==> src/rtl/bure_core_pkg.sv <==
// Shared BureCore definitions: reset PC default, fetch credit limit and
// the fetch-entry record carried between fetch and decode.
package bure_core_pkg;

  localparam logic [31:0] RESET_PC_DEFAULT     = 32'h0000_0000;
  localparam int unsigned IMEM_MAX_OUTSTANDING = 2;
  localparam int unsigned XLEN                 = 32;

  typedef struct packed {
    logic [XLEN-1:0] pc;
    logic [XLEN-1:0] instr;
  } fetch_entry_t;

  // True when one more fetch still fits in the response buffer even if
  // every in-flight fetch and every buffered entry is still pending.
  function automatic logic credit_ok(input logic [1:0] outstanding,
                                     input logic [1:0] fifo_count);
    logic [2:0] total;
    total = {1'b0, outstanding} + {1'b0, fifo_count};
    return (total < 3'(IMEM_MAX_OUTSTANDING));
  endfunction

endpackage

==> src/rtl/bure_if_interface.sv <==
// Fetch-to-decode bundle: one-cycle instruction pulse with its PC.
interface bure_if_interface #(
  parameter int unsigned DATA_WIDTH  = 32,
  parameter int unsigned INSTR_WIDTH = 32
);
  logic                   instr_valid;
  logic [INSTR_WIDTH-1:0] instr;
  logic [DATA_WIDTH-1:0]  pc;

  modport master (output instr_valid, output instr, output pc);
  modport slave  (input  instr_valid, input  instr, input  pc);
endinterface

==> src/rtl/bure_fifo2.sv <==
// Two-entry synchronous FIFO with flush; head entry is always on data_o.
module bure_fifo2 #(
  parameter int unsigned W = 64
) (
  input  logic         clk_i,
  input  logic         rstn_i,
  input  logic         flush_i,
  input  logic         push_i,
  input  logic [W-1:0] data_i,
  input  logic         pop_i,
  output logic [W-1:0] data_o,
  output logic [1:0]   count_o
);

  logic [W-1:0] head_q, head_d;
  logic [W-1:0] tail_q, tail_d;
  logic [1:0]   count_q, count_d;
  logic         pop_s;

  assign pop_s   = pop_i && (count_q != 2'd0);
  assign data_o  = head_q;
  assign count_o = count_q;

  // Next-state: flush wins, then push/pop combinations; a push into a full
  // FIFO is dropped (callers never do this).
  always_comb begin
    head_d  = head_q;
    tail_d  = tail_q;
    count_d = count_q;
    if (flush_i) begin
      count_d = 2'd0;
    end else begin
      case ({push_i, pop_s})
        2'b10: begin
          if (count_q == 2'd0) begin
            head_d  = data_i;
            count_d = 2'd1;
          end else if (count_q == 2'd1) begin
            tail_d  = data_i;
            count_d = 2'd2;
          end else begin
            count_d = count_q;
          end
        end
        2'b01: begin
          head_d  = tail_q;
          count_d = count_q - 2'd1;
        end
        2'b11: begin
          if (count_q == 2'd1) begin
            head_d = data_i;
          end else begin
            head_d = tail_q;
            tail_d = data_i;
          end
        end
        default: begin
          count_d = count_q;
        end
      endcase
    end
  end

  // Storage and occupancy registers.
  always_ff @(posedge clk_i) begin
    if (!rstn_i) begin
      head_q  <= '0;
      tail_q  <= '0;
      count_q <= 2'd0;
    end else begin
      head_q  <= head_d;
      tail_q  <= tail_d;
      count_q <= count_d;
    end
  end

endmodule

==> src/rtl/bure_stage_if.sv <==
// BureCore instruction-fetch stage: PC, credit-limited memory requests,
// response tagging, kill of stale responses on redirect, and a registered
// one-cycle instruction pulse to decode.
module bure_stage_if
  import bure_core_pkg::*;
#(
  parameter int unsigned           DATA_WIDTH  = 32,
  parameter int unsigned           INSTR_WIDTH = 32,
  parameter logic [DATA_WIDTH-1:0] RESET_PC    = DATA_WIDTH'(RESET_PC_DEFAULT)
) (
  input  logic                   i_clk,
  input  logic                   i_rstn,
  input  logic                   i_stall,
  input  logic                   i_redirect,
  input  logic [DATA_WIDTH-1:0]  i_redirect_pc,
  output logic                   o_imem_req,
  output logic [DATA_WIDTH-1:0]  o_imem_addr,
  input  logic                   i_imem_gnt,
  input  logic                   i_imem_rvalid,
  input  logic [INSTR_WIDTH-1:0] i_imem_rdata,
  bure_if_interface.master       if_if
);

  localparam int unsigned EW = DATA_WIDTH + INSTR_WIDTH;

  logic                   run_q;
  logic [DATA_WIDTH-1:0]  pc_q, pc_d;
  logic [1:0]             outst_q, outst_d;
  logic [1:0]             kill_q, kill_d;
  logic                   valid_q, valid_d;
  logic [INSTR_WIDTH-1:0] instr_q, instr_d;
  logic [DATA_WIDTH-1:0]  opc_q, opc_d;

  logic                   req_s, grant_s, rvalid_ok_s, resp_live_s;
  logic                   rsp_push_s, rsp_pop_s;
  logic [1:0]             rsp_count_s, tag_count_s;
  logic [EW-1:0]          rsp_head_s;
  logic [DATA_WIDTH-1:0]  tag_pc_s;

  // A response is only counted if something is in flight; a response is
  // delivered only when it is not being killed and its tag is present.
  assign req_s       = run_q && !i_redirect && credit_ok(outst_q, rsp_count_s);
  assign grant_s     = req_s && i_imem_gnt;
  assign rvalid_ok_s = i_imem_rvalid && (outst_q != 2'd0);
  assign resp_live_s = rvalid_ok_s && (kill_q == 2'd0) && !i_redirect &&
                       (tag_count_s != 2'd0);

  assign o_imem_req  = req_s;
  assign o_imem_addr = pc_q;

  assign if_if.instr_valid = valid_q;
  assign if_if.instr       = instr_q;
  assign if_if.pc          = opc_q;

  bure_fifo2 #(.W(DATA_WIDTH)) u_tag_fifo (
    .clk_i   (i_clk),
    .rstn_i  (i_rstn),
    .flush_i (i_redirect),
    .push_i  (grant_s),
    .data_i  (pc_q),
    .pop_i   (resp_live_s),
    .data_o  (tag_pc_s),
    .count_o (tag_count_s)
  );

  bure_fifo2 #(.W(EW)) u_rsp_fifo (
    .clk_i   (i_clk),
    .rstn_i  (i_rstn),
    .flush_i (i_redirect),
    .push_i  (rsp_push_s),
    .data_i  ({tag_pc_s, i_imem_rdata}),
    .pop_i   (rsp_pop_s),
    .data_o  (rsp_head_s),
    .count_o (rsp_count_s)
  );

  // PC, in-flight count and kill count; redirect reloads PC and marks every
  // still-pending response as stale.
  always_comb begin
    pc_d    = pc_q;
    outst_d = outst_q;
    kill_d  = kill_q;
    if (grant_s) begin
      pc_d = pc_q + DATA_WIDTH'(4);
    end else begin
      pc_d = pc_q;
    end
    if (grant_s && !rvalid_ok_s) begin
      outst_d = outst_q + 2'd1;
    end else if (!grant_s && rvalid_ok_s) begin
      outst_d = outst_q - 2'd1;
    end else begin
      outst_d = outst_q;
    end
    if (i_redirect) begin
      pc_d   = i_redirect_pc & ~DATA_WIDTH'(3);
      kill_d = outst_d;
    end else if (rvalid_ok_s && (kill_q != 2'd0)) begin
      kill_d = kill_q - 2'd1;
    end else begin
      kill_d = kill_q;
    end
  end

  // Output slot: oldest buffered entry first, else bypass the live response;
  // stall or redirect suppress the pulse.
  always_comb begin
    rsp_push_s = 1'b0;
    rsp_pop_s  = 1'b0;
    valid_d    = 1'b0;
    instr_d    = instr_q;
    opc_d      = opc_q;
    if (i_redirect) begin
      valid_d = 1'b0;
    end else if (i_stall) begin
      rsp_push_s = resp_live_s;
    end else if (rsp_count_s != 2'd0) begin
      rsp_pop_s        = 1'b1;
      rsp_push_s       = resp_live_s;
      valid_d          = 1'b1;
      {opc_d, instr_d} = rsp_head_s;
    end else if (resp_live_s) begin
      valid_d = 1'b1;
      opc_d   = tag_pc_s;
      instr_d = i_imem_rdata;
    end else begin
      valid_d = 1'b0;
    end
  end

  // Stage state registers.
  always_ff @(posedge i_clk) begin
    if (!i_rstn) begin
      run_q   <= 1'b0;
      pc_q    <= RESET_PC;
      outst_q <= 2'd0;
      kill_q  <= 2'd0;
      valid_q <= 1'b0;
      instr_q <= '0;
      opc_q   <= '0;
    end else begin
      run_q   <= 1'b1;
      pc_q    <= pc_d;
      outst_q <= outst_d;
      kill_q  <= kill_d;
      valid_q <= valid_d;
      instr_q <= instr_d;
      opc_q   <= opc_d;
    end
  end

endmodule

==> src/flat_wrapper.sv <==
// flat-port wrapper written by rule: the top's interface ports become plain ports
module bure_stage_if_flat import bure_core_pkg::*;
#(
  parameter int unsigned           DATA_WIDTH  = 32,
  parameter int unsigned           INSTR_WIDTH = 32,
  parameter logic [DATA_WIDTH-1:0] RESET_PC    = DATA_WIDTH'(RESET_PC_DEFAULT)
)
  (i_clk, i_rstn, i_stall, i_redirect, i_redirect_pc, o_imem_req, o_imem_addr, i_imem_gnt, i_imem_rvalid, i_imem_rdata, if_if_instr_valid, if_if_instr, if_if_pc);
  bure_if_interface #(.DATA_WIDTH(DATA_WIDTH), .INSTR_WIDTH(INSTR_WIDTH)) if_if_i ();
  input  logic i_clk;
  input  logic i_rstn;
  input  logic i_stall;
  input  logic i_redirect;
  input  logic [DATA_WIDTH-1:0] i_redirect_pc;
  output logic o_imem_req;
  output logic [DATA_WIDTH-1:0] o_imem_addr;
  input  logic i_imem_gnt;
  input  logic i_imem_rvalid;
  input  logic [INSTR_WIDTH-1:0] i_imem_rdata;
  output wire logic [$bits(if_if_i.instr_valid)-1:0] if_if_instr_valid;
  output wire logic [$bits(if_if_i.instr)-1:0] if_if_instr;
  output wire logic [$bits(if_if_i.pc)-1:0] if_if_pc;
  assign if_if_instr_valid = if_if_i.instr_valid;
  assign if_if_instr = if_if_i.instr;
  assign if_if_pc = if_if_i.pc;
  bure_stage_if #(.DATA_WIDTH(DATA_WIDTH), .INSTR_WIDTH(INSTR_WIDTH), .RESET_PC(RESET_PC)) u_core (.i_clk(i_clk), .i_rstn(i_rstn), .i_stall(i_stall), .i_redirect(i_redirect), .i_redirect_pc(i_redirect_pc), .o_imem_req(o_imem_req), .o_imem_addr(o_imem_addr), .i_imem_gnt(i_imem_gnt), .i_imem_rvalid(i_imem_rvalid), .i_imem_rdata(i_imem_rdata), .if_if(if_if_i));
endmodule
==> config.mk <==
export PLATFORM = sky130hd
export DESIGN_NAME = bure_stage_if_flat
export DESIGN_NICKNAME = d
export VERILOG_FILES = /design/src/rtl/bure_core_pkg.sv /design/src/rtl/bure_if_interface.sv /design/src/rtl/bure_fifo2.sv /design/src/rtl/bure_stage_if.sv /design/src/flat_wrapper.sv
export SDC_FILE = /design/constraint.sdc
export NUM_CORES = 1
export LEC_CHECK = 0
export ABC_AREA = 1
export CAP_MARGIN = 5
export CORE_MARGIN = 3
export CORE_UTILIZATION = 41
export CTS_BUF_LIST = sky130_fd_sc_hd__clkbuf_8
export CTS_CLUSTER_DIAMETER = 60
export DETAILED_ROUTE_END_ITERATION = 10
export GPL_TIMING_DRIVEN = 0
export PLACE_DENSITY_LB_ADDON = 0.05
export SLEW_MARGIN = 20
export SYNTH_ARGS = -nofsm -noshare
export SYNTH_HDL_FRONTEND = slang
export SYNTH_SLANG_ARGS = --single-unit
==> constraint.sdc <==
create_clock -name i_clk -period 3.5 [get_ports i_clk]
set_input_delay 0.7 -clock i_clk [delete_from_list [all_inputs] [get_ports i_clk]]
set_output_delay 0.7 -clock i_clk [all_outputs]
set_load 0.005 [all_outputs]
==> reports/qor.log, run 1 <==
qor: sta.final-max-slew-violation-count 0
qor: sta.fin_crit_sh 91.7%
qor: sta.max_clock_freq 312 MHz
qor: floorplan.dieHeight 204 um
qor: synth.synth.cellmix.simpleShare 32.3%
qor: floorplan.number_of_i_o_pins 168
qor: sta.post-route-worst-setup-slack 290 ps
qor: layout.drive_above_1_share 6.74%
qor: route.ant_nets 0
qor: synth.topCellsByArea sky130_fd_sc_hd__dfxtp_1, sky130_fd_sc_hd__nand2_1, sky130_fd_sc_hd__o21ai_0, sky130_fd_sc_hd__a21oi_1, sky130_fd_sc_hd__nor2_1
qor: layout.area.combinational 8720 um^2
qor: sta.holdWs 468 ps
qor: power_and_ir_drop.combPwrFrac 10.4%
qor: clocking.clkLatencyLatePin 650 ps
qor: worst_hold_path.worstHoldPathCells 2
qor: synth.yosys.stat.chipArea 16,100 um^2
qor: synth.post_synth_num_cell_types 41
qor: synth.yosys-top-cells-count sky130_fd_sc_hd__nand2_1, sky130_fd_sc_hd__dfxtp_1, sky130_fd_sc_hd__o21ai_0
qor: placed_design.io_buffers 163
qor: floorplan.die_outline_area 41,700 um^2
qor: layout.count_of_clock_net_buffers_in_the_final_layout 67
qor: clocking.ctsHoldBuffers 0
qor: setup_path.crit_path_frequent_cell sky130_fd_sc_hd__clkbuf_1
qor: setup_path.worst_setup_path_end_kind flip-flop
qor: power_and_ir_drop.seqPwrFrac 45.4%
qor: setup_path.timing_worst_setup_path_type in2reg
qor: placed_design.placedInstanceArea 18,400 um^2
qor: route.finalWirelength 68.3 mm
qor: synth.largest_family_of_logic_cells_by_area simple AND/OR/NAND/NOR gates
qor: setup_path.r2r_cells 10
qor: sta.unrepaired_setup_endpoints_after_global_routing false
qor: synth.synth.mux.area_fraction 0%
qor: setup_path.worst_path_required_time 4080 ps
qor: setup_path.worst-r2r-setup-slack 690 ps
qor: setup_path.critical_r2r_launch u_core.outst_q[0]$_SDFF_PN0_
qor: sta.worst_clock_skew 32.2 ps
qor: route.detailroute.wirelength.met3 6.93 mm
qor: power_and_ir_drop.pwr.group.sequential 3.59 mW
qor: layout.final_common_cell sky130_fd_sc_hd__nand2_1
qor: layout.final_layout_top_logic_cells sky130_fd_sc_hd__nand2_1, sky130_fd_sc_hd__dfxtp_1, sky130_fd_sc_hd__o21ai_0
qor: synth.aoi_share 20.7%
qor: synth.yosys_most_used_dff sky130_fd_sc_hd__dfxtp_1
qor: clocking.clock_tree.root_cell sky130_fd_sc_hd__clkbuf_8
qor: synth.postSynth.asyncResetShare 0%
qor: outcome.status finished clean
qor: floorplan.die-width 204 um
qor: layout.seq-cell-share 30.4%
qor: route.post-route-drc-count 0
qor: sta.worst-slew-pin-transition 1140 ps
qor: layout.sh_comb_area 44.7%
qor: layout.comb_cells 1,888
qor: route.routed-via-count 18,541
qor: clocking.clkSinkCount 296
qor: setup_path.critical_path.cell_chain clkdlybuf4s50_1 > clkbuf_1 > clkbuf_1 > buf_1 > o211ai_1 > inv_1
qor: synth.syn-instance-count 2,532
qor: grt.grt_max_degree 14
qor: synth.edf_count 0
qor: grt.grt_util_met3 6.99%
qor: setup_path.slowest_stage sky130_fd_sc_hd__clkbuf_1
qor: power_and_ir_drop.power_combinational 821 uW
qor: worst_hold_path.worst_hold_path_type reg2reg
qor: clocking.cts_max_path_buffers 3
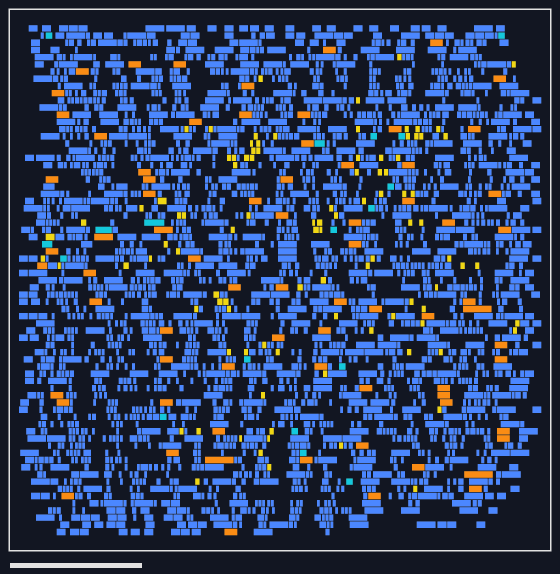
*Cells by drive strength, run 1*
The bar under the picture is 50 um long.
| color | size | cells |
|---|---|---|
| cyan | _3 and _4 cells | 18 |
| yellow | _2 cells | 97 |
| orange | _6 and larger | 73 |
| blue | _0 and _1 cells | 2,602 |

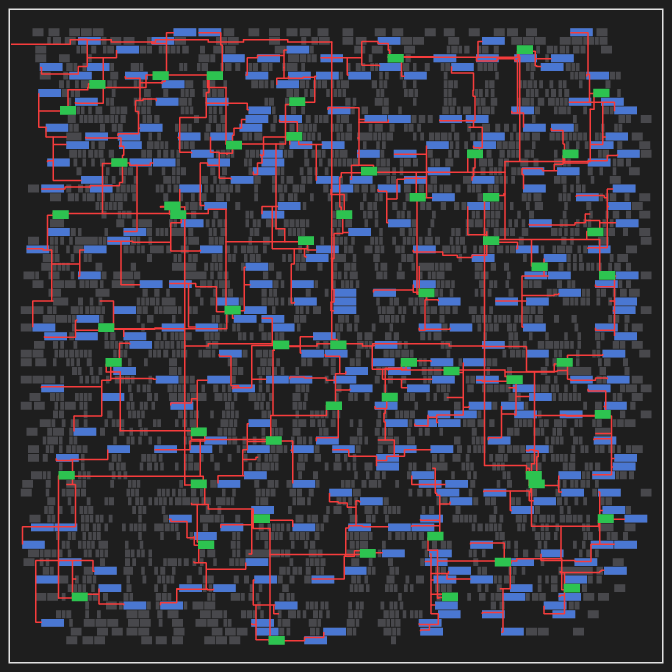
*Clock network drawn from the DEF, run 1*
[blue] flip-flops | count: 296
[red] clock wires | length: 4,840 um
[green] clock drivers | count: 54
flops lie: widely spread

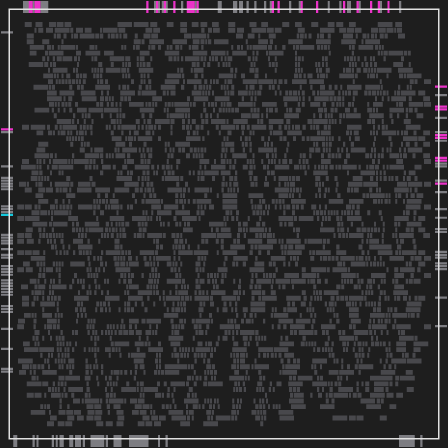
*Ports around the boundary, run 1*
Pins as bars across the die edge, other pins in gray.
| color | port | pins | direction | edge |
|---|---|---|---|---|
| magenta | if_if_instr | 32 | output | 23 top, 8 right, 1 left |
| cyan | i_rstn | 1 | input | left |
all pins by edge: 56 top, 47 bottom, 37 left, 28 right

### Metal 4, run 1

The bar under the picture is 50 um long.
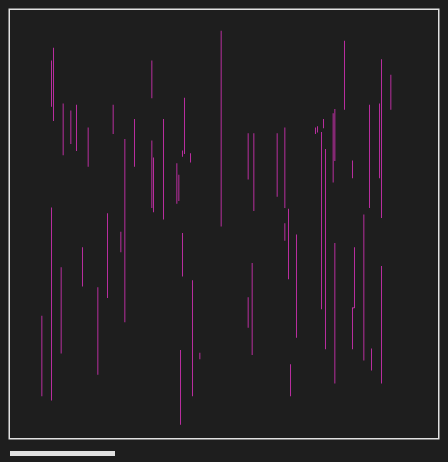

==> run 2: changes to the inputs <==
MAX_ROUTING_LAYER = met4   (was default)
SYNTH_HIERARCHICAL = 1   (was default)
clock period = 2.82 ns   (was 3.5 ns; I/O delays follow)
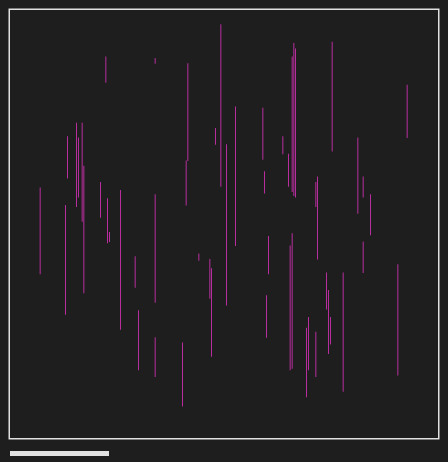
*Metal 4, run 2*
The bar under the picture is 50 um long.
longest straight run: 81.6 um
main direction: vertical

==> reports/qor.log, run 2 <==
qor: outcome.status finished clean [unchanged]
qor: layout.stdcell_count 3,888 [was 3,302]
qor: power_and_ir_drop.combPwrFrac 8.7% [was 10.4%]
qor: power_and_ir_drop.power_combinational 797 uW [was 821 uW]
qor: synth.synth.cellmix.simpleShare 40.7% [was 32.3%]
qor: route.drt_pass1_iterations 6 [unchanged]
qor: clocking.clock_tree.root_cell sky130_fd_sc_hd__clkbuf_8 [unchanged]
qor: synth.yosysCellCount 3,034 [was 2,532]
qor: layout.layout.nets 3,344 [was 2,830]
qor: setup_path.crit_path_max_incr_delay 1030 ps [was 840 ps]
qor: sta.worst_clock_skew 17.6 ps [was 32.2 ps]
qor: synth.top_cell_area_share 32.9% [was 36.8%]
qor: route.highest_layer met4 [was met5]
qor: floorplan.dieHeight 216 um [was 204 um]
qor: floorplan.floorplanUtilization 41.7% [was 42.1%]
qor: grt.grtUsageMet1 33.2% [was 44.6%]
qor: sta.unrepaired_setup_endpoints_after_global_routing false [unchanged]
qor: floorplan.rows 76 [was 71]
qor: setup_path.critPathLaunchType input port [unchanged]
qor: sta.fin_crit_sh 93.9%
qor: setup_path.worst_setup_path_end_kind flip-flop [unchanged]
qor: route.detailedRoute.firstIterationViolations 1,402 [was 1,870]
qor: synth.most_common_cell sky130_fd_sc_hd__nand2_1 [unchanged]
qor: layout.clock_area_share 4.86% [was 5.71%]
qor: route.routed-via-count 19,396 [was 18,541]
qor: power_and_ir_drop.power.switching 2.47 mW [was 2.21 mW]
qor: clocking.cts_setup_buffers 1 [was 0]
qor: grt.grt_first_pass_wirelength 98.4 mm [was 102 mm]
qor: setup_path.worst-r2r-setup-slack 200 ps [was 690 ps]
qor: worst_hold_path.worst_hold_path_type reg2reg [unchanged]
qor: flow_run.drv_cap 0 [unchanged]
qor: sta.worst-slew-pin-transition 885 ps [was 1140 ps]
qor: layout.n_antenna_cell 0 [was 1]
qor: setup_path.r2r_end u_core/u_tag_fifo/tail_q[5]$_SDFFE_PN0P_ [was u_core.u_rsp_fifo.tail_q[36]$_SDFFE_PN0P_]
qor: synth.post_synth_num_cell_types 38 [was 41]
qor: placed_design.placedInstanceArea 20,400 um^2 [was 18,400 um^2]
qor: synth.yosys.stat.chipArea 18,000 um^2 [was 16,100 um^2]
qor: route.post-route-drc-count 0 [unchanged]
qor: grt.grt_max_degree 16 [was 14]
qor: placed_design.place_hpwl 45.4 mm [was 49.9 mm]
qor: setup_path.crit_path_frequent_cell sky130_fd_sc_hd__clkbuf_1 [unchanged]
qor: synth.syn-instance-count 3,034 [was 2,532]
qor: route.ant_nets 0 [unchanged]
qor: synth.aoi_share 9.51% [was 20.7%]
qor: power_and_ir_drop.report.power.total 9.16 mW [was 7.92 mW]
qor: power_and_ir_drop.power.density_cell_area 425 nW/um^2 [was 406 nW/um^2]
qor: sta.max_clock_freq 378 MHz
qor: layout.signal_buffer_area_fraction 12.5% [was 12.8%]
qor: grt.grt_use_total 26.7% [was 31.8%]
qor: floorplan.die-width 216 um [was 204 um]
qor: clocking.htree_num_levels 2 [unchanged]
qor: sta.post-route-worst-setup-slack 171 ps [was 290 ps]
qor: synth.synth_area_leader_cell sky130_fd_sc_hd__dfxtp_1 [unchanged]
qor: power_and_ir_drop.seqPwrFrac 47.5% [was 45.4%]
qor: power_and_ir_drop.top_power_group sequential cells [unchanged]
qor: route.detailroute.wirelength.met3 3.39 mm [was 6.93 mm]
qor: layout.final_layout_top_logic_cells sky130_fd_sc_hd__nand2_1, sky130_fd_sc_hd__nor2_1, sky130_fd_sc_hd__dfxtp_1 [was sky130_fd_sc_hd__nand2_1, sky130_fd_sc_hd__dfxtp_1, sky130_fd_sc_hd__o21ai_0]
qor: layout.seq-cell-share 27.5% [was 30.4%]
qor: power_and_ir_drop.pwr.group.sequential 4.35 mW [was 3.59 mW]
qor: route.via_per_inst 4.99 [was 5.62]
qor: layout.flops 296 [unchanged]
qor: grt.antenna_found_initial 0 [was 1]
qor: sta.slew_headroom 41.0% [was 23.9%]
qor: synth.postSynth.asyncResetShare 0% [unchanged]
qor: setup_path.timing_worst_setup_path_type in2reg [unchanged]
qor: route.finalWirelength 62.0 mm [was 68.3 mm]
qor: sta.holdWs 461 ps [was 468 ps]
qor: synth.edf_count 0 [unchanged]
qor: setup_path.worst_path_required_time 3400 ps [was 4080 ps]
qor: layout.area.combinational 10,100 um^2 [was 8720 um^2]
qor: clocking.ctsHoldBuffers 0 [unchanged]
qor: synth.topCellsByArea sky130_fd_sc_hd__dfxtp_1, sky130_fd_sc_hd__nand2_1, sky130_fd_sc_hd__nor2_1, sky130_fd_sc_hd__inv_1, sky130_fd_sc_hd__a21oi_1 [was sky130_fd_sc_hd__dfxtp_1, sky130_fd_sc_hd__nand2_1, sky130_fd_sc_hd__o21ai_0, sky130_fd_sc_hd__a21oi_1, sky130_fd_sc_hd__nor2_1]
qor: setup_path.path_delay_family buffers and inverters [unchanged]
qor: placed_design.pre_cts_slack -883 ps [was -132 ps]
qor: sta.fin_crit 2650 ps
qor: sta.final-hold-violation-count 0 [unchanged]
qor: floorplan.core_region_area 43,300 um^2 [was 38,200 um^2]
qor: setup_path.critical_path.cell_chain clkdlybuf4s50_1 > clkbuf_1 > clkbuf_1 > clkbuf_1 > nand2_1 > nor2_1 [was clkdlybuf4s50_1 > clkbuf_1 > clkbuf_1 > buf_1 > o211ai_1 > inv_1]
qor: synth.yosys_most_used_dff sky130_fd_sc_hd__dfxtp_1 [unchanged]
qor: power_and_ir_drop.vdd_ir_drop_max 393 uV [was 231 uV]
qor: placed_design.io_buffers 163 [unchanged]
qor: synth.largest_family_of_logic_cells_by_area simple AND/OR/NAND/NOR gates [unchanged]
qor: flow_run.openroad_warning_count 33 [was 30]
qor: synth.post_synthesis_cell_area 18,000 um^2 [was 16,100 um^2]
qor: grt.grt_util_met3 3.77% [was 6.99%]
qor: layout.largest_cell_class logic gates [unchanged]
qor: layout.sh_comb_area 46.9% [was 44.7%]
qor: synth.synth.mux.area_fraction 4.16% [was 0%]
qor: clocking.clkSinkCount 296 [unchanged]
qor: placed_design.gp_routability_congestion 0.892 [was 0.945]
qor: clocking.cts_tree yes [unchanged]
qor: layout.count_of_clock_net_buffers_in_the_final_layout 66 [was 67]
qor: floorplan.tap_cells 585 [was 511]
qor: layout.design_area 21,500 um^2 [was 19,500 um^2]
qor: route.drt-met1-wl 27.6 mm [was 29.9 mm]
qor: power_and_ir_drop.p_clk_share 43.8% [was 44.3%]
qor: synth.yosys-top-cells-count sky130_fd_sc_hd__nand2_1, sky130_fd_sc_hd__nor2_1, sky130_fd_sc_hd__dfxtp_1 [was sky130_fd_sc_hd__nand2_1, sky130_fd_sc_hd__dfxtp_1, sky130_fd_sc_hd__o21ai_0]
qor: setup_path.cp_num_cells 6 [unchanged]
qor: setup_path.critical_r2r_launch u_core/u_rsp_fifo/count_o[0]$_SDFFE_PP0P_ [was u_core.outst_q[0]$_SDFF_PN0_]
qor: worst_hold_path.worstHoldPathCells 2 [unchanged]
qor: setup_path.first_element_of_the_critical_path i_rstn [unchanged]
qor: synth.seq_area_frac_synth 32.9% [was 36.8%]
qor: setup_path.slowest_stage sky130_fd_sc_hd__clkdlybuf4s50_1 [was sky130_fd_sc_hd__clkbuf_1]
qor: sta.final-max-slew-violation-count 0 [unchanged]
qor: floorplan.die_outline_area 46,500 um^2 [was 41,700 um^2]
qor: setup_path.arrival 3230 ps [was 3790 ps]
qor: setup_path.r2r_cells 14 [was 10]
qor: floorplan.number_of_i_o_pins 168 [unchanged]
qor: clocking.cts_max_path_buffers 3 [unchanged]
qor: layout.comb_cells 2,282 [was 1,888]
qor: worst_hold_path.hold_end u_core/u_rsp_fifo/data_o[12]$_SDFFE_PN0P_ [was u_core.u_tag_fifo.tail_q[0]$_SDFFE_PN0P_]
qor: layout.final_common_cell sky130_fd_sc_hd__nand2_1 [unchanged]
qor: clocking.clkLatencyLatePin 640 ps [was 650 ps]
qor: layout.drive_above_1_share 8.87% [was 6.74%]
qor: sta.setup_total_negative_slack 0 ps [unchanged]
### Ports around the boundary, run 2

Pins as bars across the die edge, other pins in gray.
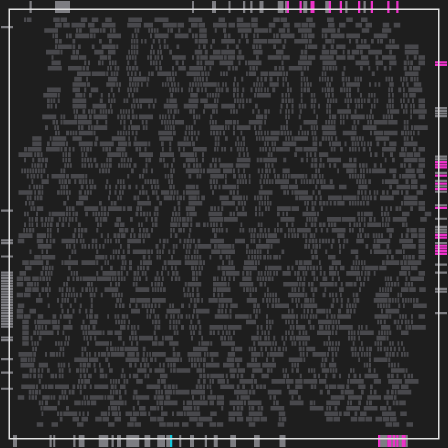

==> run 3: changes to the inputs <==
CTS_BUF_LIST = default   (was sky130_fd_sc_hd__clkbuf_8)
RECOVER_POWER = 100   (was default)
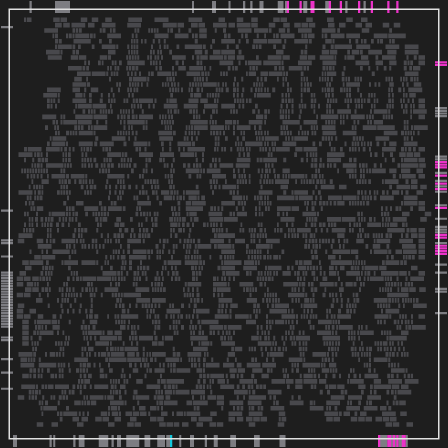
*Ports around the boundary, run 3*
Pins as bars across the die edge, other pins in gray.
| color | port | pins | direction | edge |
|---|---|---|---|---|
| cyan | i_rstn | 1 | input | bottom |
| magenta | if_if_instr | 32 | output | 15 right, 10 top, 7 bottom |

==> reports/qor.log, run 3 <==
qor: layout.design_area 21,700 um^2 [was 21,500 um^2]
qor: power_and_ir_drop.pwr.group.sequential 4.35 mW [about the same]
qor: clocking.clkSinkCount 296 [unchanged]
qor: grt.grt_max_degree 24 [was 16]
qor: synth.post_synth_num_cell_types 38 [unchanged]
qor: sta.fin_crit 2730 ps [was 2650 ps]
qor: synth.synth.mux.area_fraction 4.16% [unchanged]
qor: power_and_ir_drop.power.density_cell_area 464 nW/um^2 [was 425 nW/um^2]
qor: route.ant_nets 0 [unchanged]
qor: layout.comb_cells 2,282 [unchanged]
qor: layout.final_layout_top_logic_cells sky130_fd_sc_hd__nand2_1, sky130_fd_sc_hd__nor2_1, sky130_fd_sc_hd__dfxtp_1 [unchanged]
qor: route.detailroute.wirelength.met3 3.53 mm [was 3.39 mm]
qor: clocking.ctsHoldBuffers 0 [unchanged]
qor: grt.grt_util_met3 2.75% [was 3.77%]
qor: setup_path.r2r_cells 12 [was 14]
qor: floorplan.tap_cells 585 [unchanged]
qor: power_and_ir_drop.vdd_ir_drop_max 324 uV [was 393 uV]
qor: setup_path.r2r_end u_core/u_tag_fifo/data_o[29]$_SDFFE_PN0P_ [was u_core/u_tag_fifo/tail_q[5]$_SDFFE_PN0P_]
qor: setup_path.critical_path.cell_chain clkdlybuf4s50_1 > clkbuf_1 > clkbuf_1 > clkbuf_1 > nand2_1 > nor2_1 [unchanged]
qor: setup_path.worst-r2r-setup-slack 160 ps [was 200 ps]
qor: sta.worst_clock_skew 19.1 ps [was 17.6 ps]
qor: synth.syn-instance-count 3,034 [unchanged]
qor: placed_design.place_hpwl 45.4 mm [unchanged]
qor: layout.largest_cell_class logic gates [unchanged]
qor: layout.n_antenna_cell 1 [was 0]
qor: flow_run.drv_cap 0 [unchanged]
qor: sta.slew_headroom 24.9% [was 41.0%]
qor: setup_path.cp_num_cells 6 [unchanged]
qor: setup_path.path_delay_family buffers and inverters [unchanged]
qor: worst_hold_path.worstHoldPathCells 2 [unchanged]
qor: floorplan.rows 76 [unchanged]
qor: sta.setup_total_negative_slack 0 ps [unchanged]
qor: synth.synth.cellmix.simpleShare 40.7% [unchanged]
qor: power_and_ir_drop.power.switching 2.51 mW [was 2.47 mW]
qor: layout.drive_above_1_share 8.26% [was 8.87%]
qor: layout.final_common_cell sky130_fd_sc_hd__nand2_1 [unchanged]
qor: worst_hold_path.worst_hold_path_type reg2reg [unchanged]
qor: placed_design.io_buffers 163 [unchanged]
qor: setup_path.arrival 3220 ps [was 3230 ps]
qor: sta.final-hold-violation-count 0 [unchanged]
qor: clocking.cts_max_path_buffers 3 [unchanged]
qor: sta.final-max-slew-violation-count 0 [unchanged]
qor: synth.post_synthesis_cell_area 18,000 um^2 [unchanged]
qor: sta.fin_crit_sh 96.9% [was 93.9%]
qor: layout.flops 296 [unchanged]
qor: setup_path.crit_path_max_incr_delay 1030 ps [about the same]
qor: synth.top_cell_area_share 32.9% [unchanged]
qor: layout.area.combinational 10,100 um^2 [about the same]
qor: placed_design.pre_cts_slack -883 ps [unchanged]
qor: layout.stdcell_count 3,854 [was 3,888]
qor: route.drt_pass1_iterations 6 [unchanged]
qor: floorplan.dieHeight 216 um [unchanged]
qor: outcome.status finished clean [unchanged]
qor: floorplan.core_region_area 43,300 um^2 [unchanged]
qor: synth.yosys-top-cells-count sky130_fd_sc_hd__nand2_1, sky130_fd_sc_hd__nor2_1, sky130_fd_sc_hd__dfxtp_1 [unchanged]
qor: sta.holdWs 462 ps [was 461 ps]
qor: setup_path.worst_setup_path_end_kind flip-flop [unchanged]
qor: clocking.clkLatencyLatePin 550 ps [was 640 ps]
qor: power_and_ir_drop.p_clk_share 49.1% [was 43.8%]
qor: layout.layout.nets 3,324 [was 3,344]
qor: synth.most_common_cell sky130_fd_sc_hd__nand2_1 [unchanged]
qor: route.drt-met1-wl 27.1 mm [was 27.6 mm]
qor: layout.signal_buffer_area_fraction 12.2% [was 12.5%]
qor: layout.clock_area_share 5.79% [was 4.86%]
qor: flow_run.openroad_warning_count 32 [was 33]
qor: clocking.clock_tree.root_cell sky130_fd_sc_hd__clkbuf_16 [was sky130_fd_sc_hd__clkbuf_8]
qor: grt.grt_first_pass_wirelength 98.1 mm [was 98.4 mm]
qor: floorplan.number_of_i_o_pins 168 [unchanged]
qor: grt.grtUsageMet1 33.4% [was 33.2%]
qor: setup_path.crit_path_frequent_cell sky130_fd_sc_hd__clkbuf_1 [unchanged]
qor: route.detailedRoute.firstIterationViolations 1,507 [was 1,402]
qor: synth.synth_area_leader_cell sky130_fd_sc_hd__dfxtp_1 [unchanged]
qor: synth.yosys_most_used_dff sky130_fd_sc_hd__dfxtp_1 [unchanged]
qor: layout.sh_comb_area 46.5% [was 46.9%]
qor: synth.yosysCellCount 3,034 [unchanged]
qor: worst_hold_path.hold_end u_core/u_rsp_fifo/data_o[12]$_SDFFE_PN0P_ [unchanged]
qor: synth.edf_count 0 [unchanged]
qor: route.post-route-drc-count 0 [unchanged]
qor: synth.topCellsByArea sky130_fd_sc_hd__dfxtp_1, sky130_fd_sc_hd__nand2_1, sky130_fd_sc_hd__nor2_1, sky130_fd_sc_hd__inv_1, sky130_fd_sc_hd__a21oi_1 [unchanged]
qor: placed_design.gp_routability_congestion 0.892 [unchanged]
qor: synth.yosys.stat.chipArea 18,000 um^2 [unchanged]
qor: power_and_ir_drop.combPwrFrac 7.7% [was 8.7%]
qor: setup_path.critPathLaunchType input port [unchanged]
qor: power_and_ir_drop.report.power.total 10.1 mW [was 9.16 mW]
qor: synth.aoi_share 9.51% [unchanged]
qor: setup_path.slowest_stage sky130_fd_sc_hd__clkdlybuf4s50_1 [unchanged]
qor: power_and_ir_drop.top_power_group the clock network [was sequential cells]
qor: power_and_ir_drop.power_combinational 777 uW [was 797 uW]
qor: synth.largest_family_of_logic_cells_by_area simple AND/OR/NAND/NOR gates [unchanged]

==> gallery <==
Clock routing.
(a)
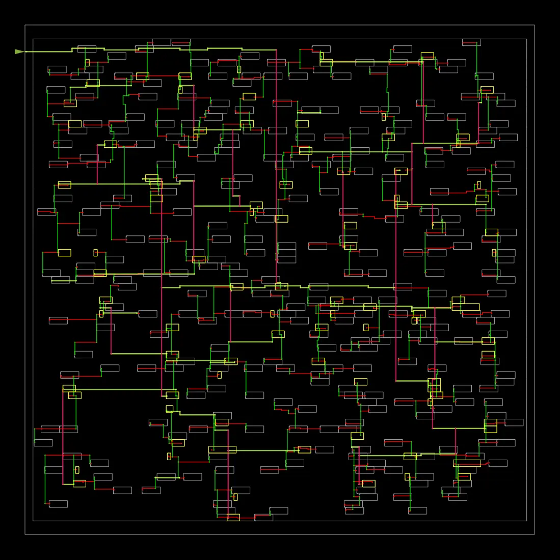
(b)
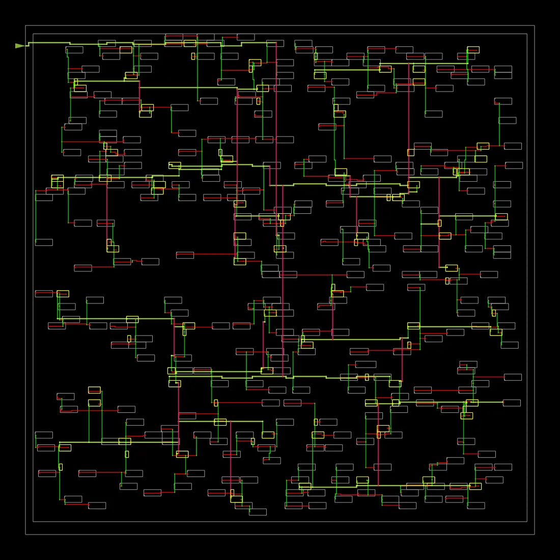
| picture | from |
|---|---|
| (a) | run 1 |
| (b) | run 2 |

Power and IR drop assume default switching activity.
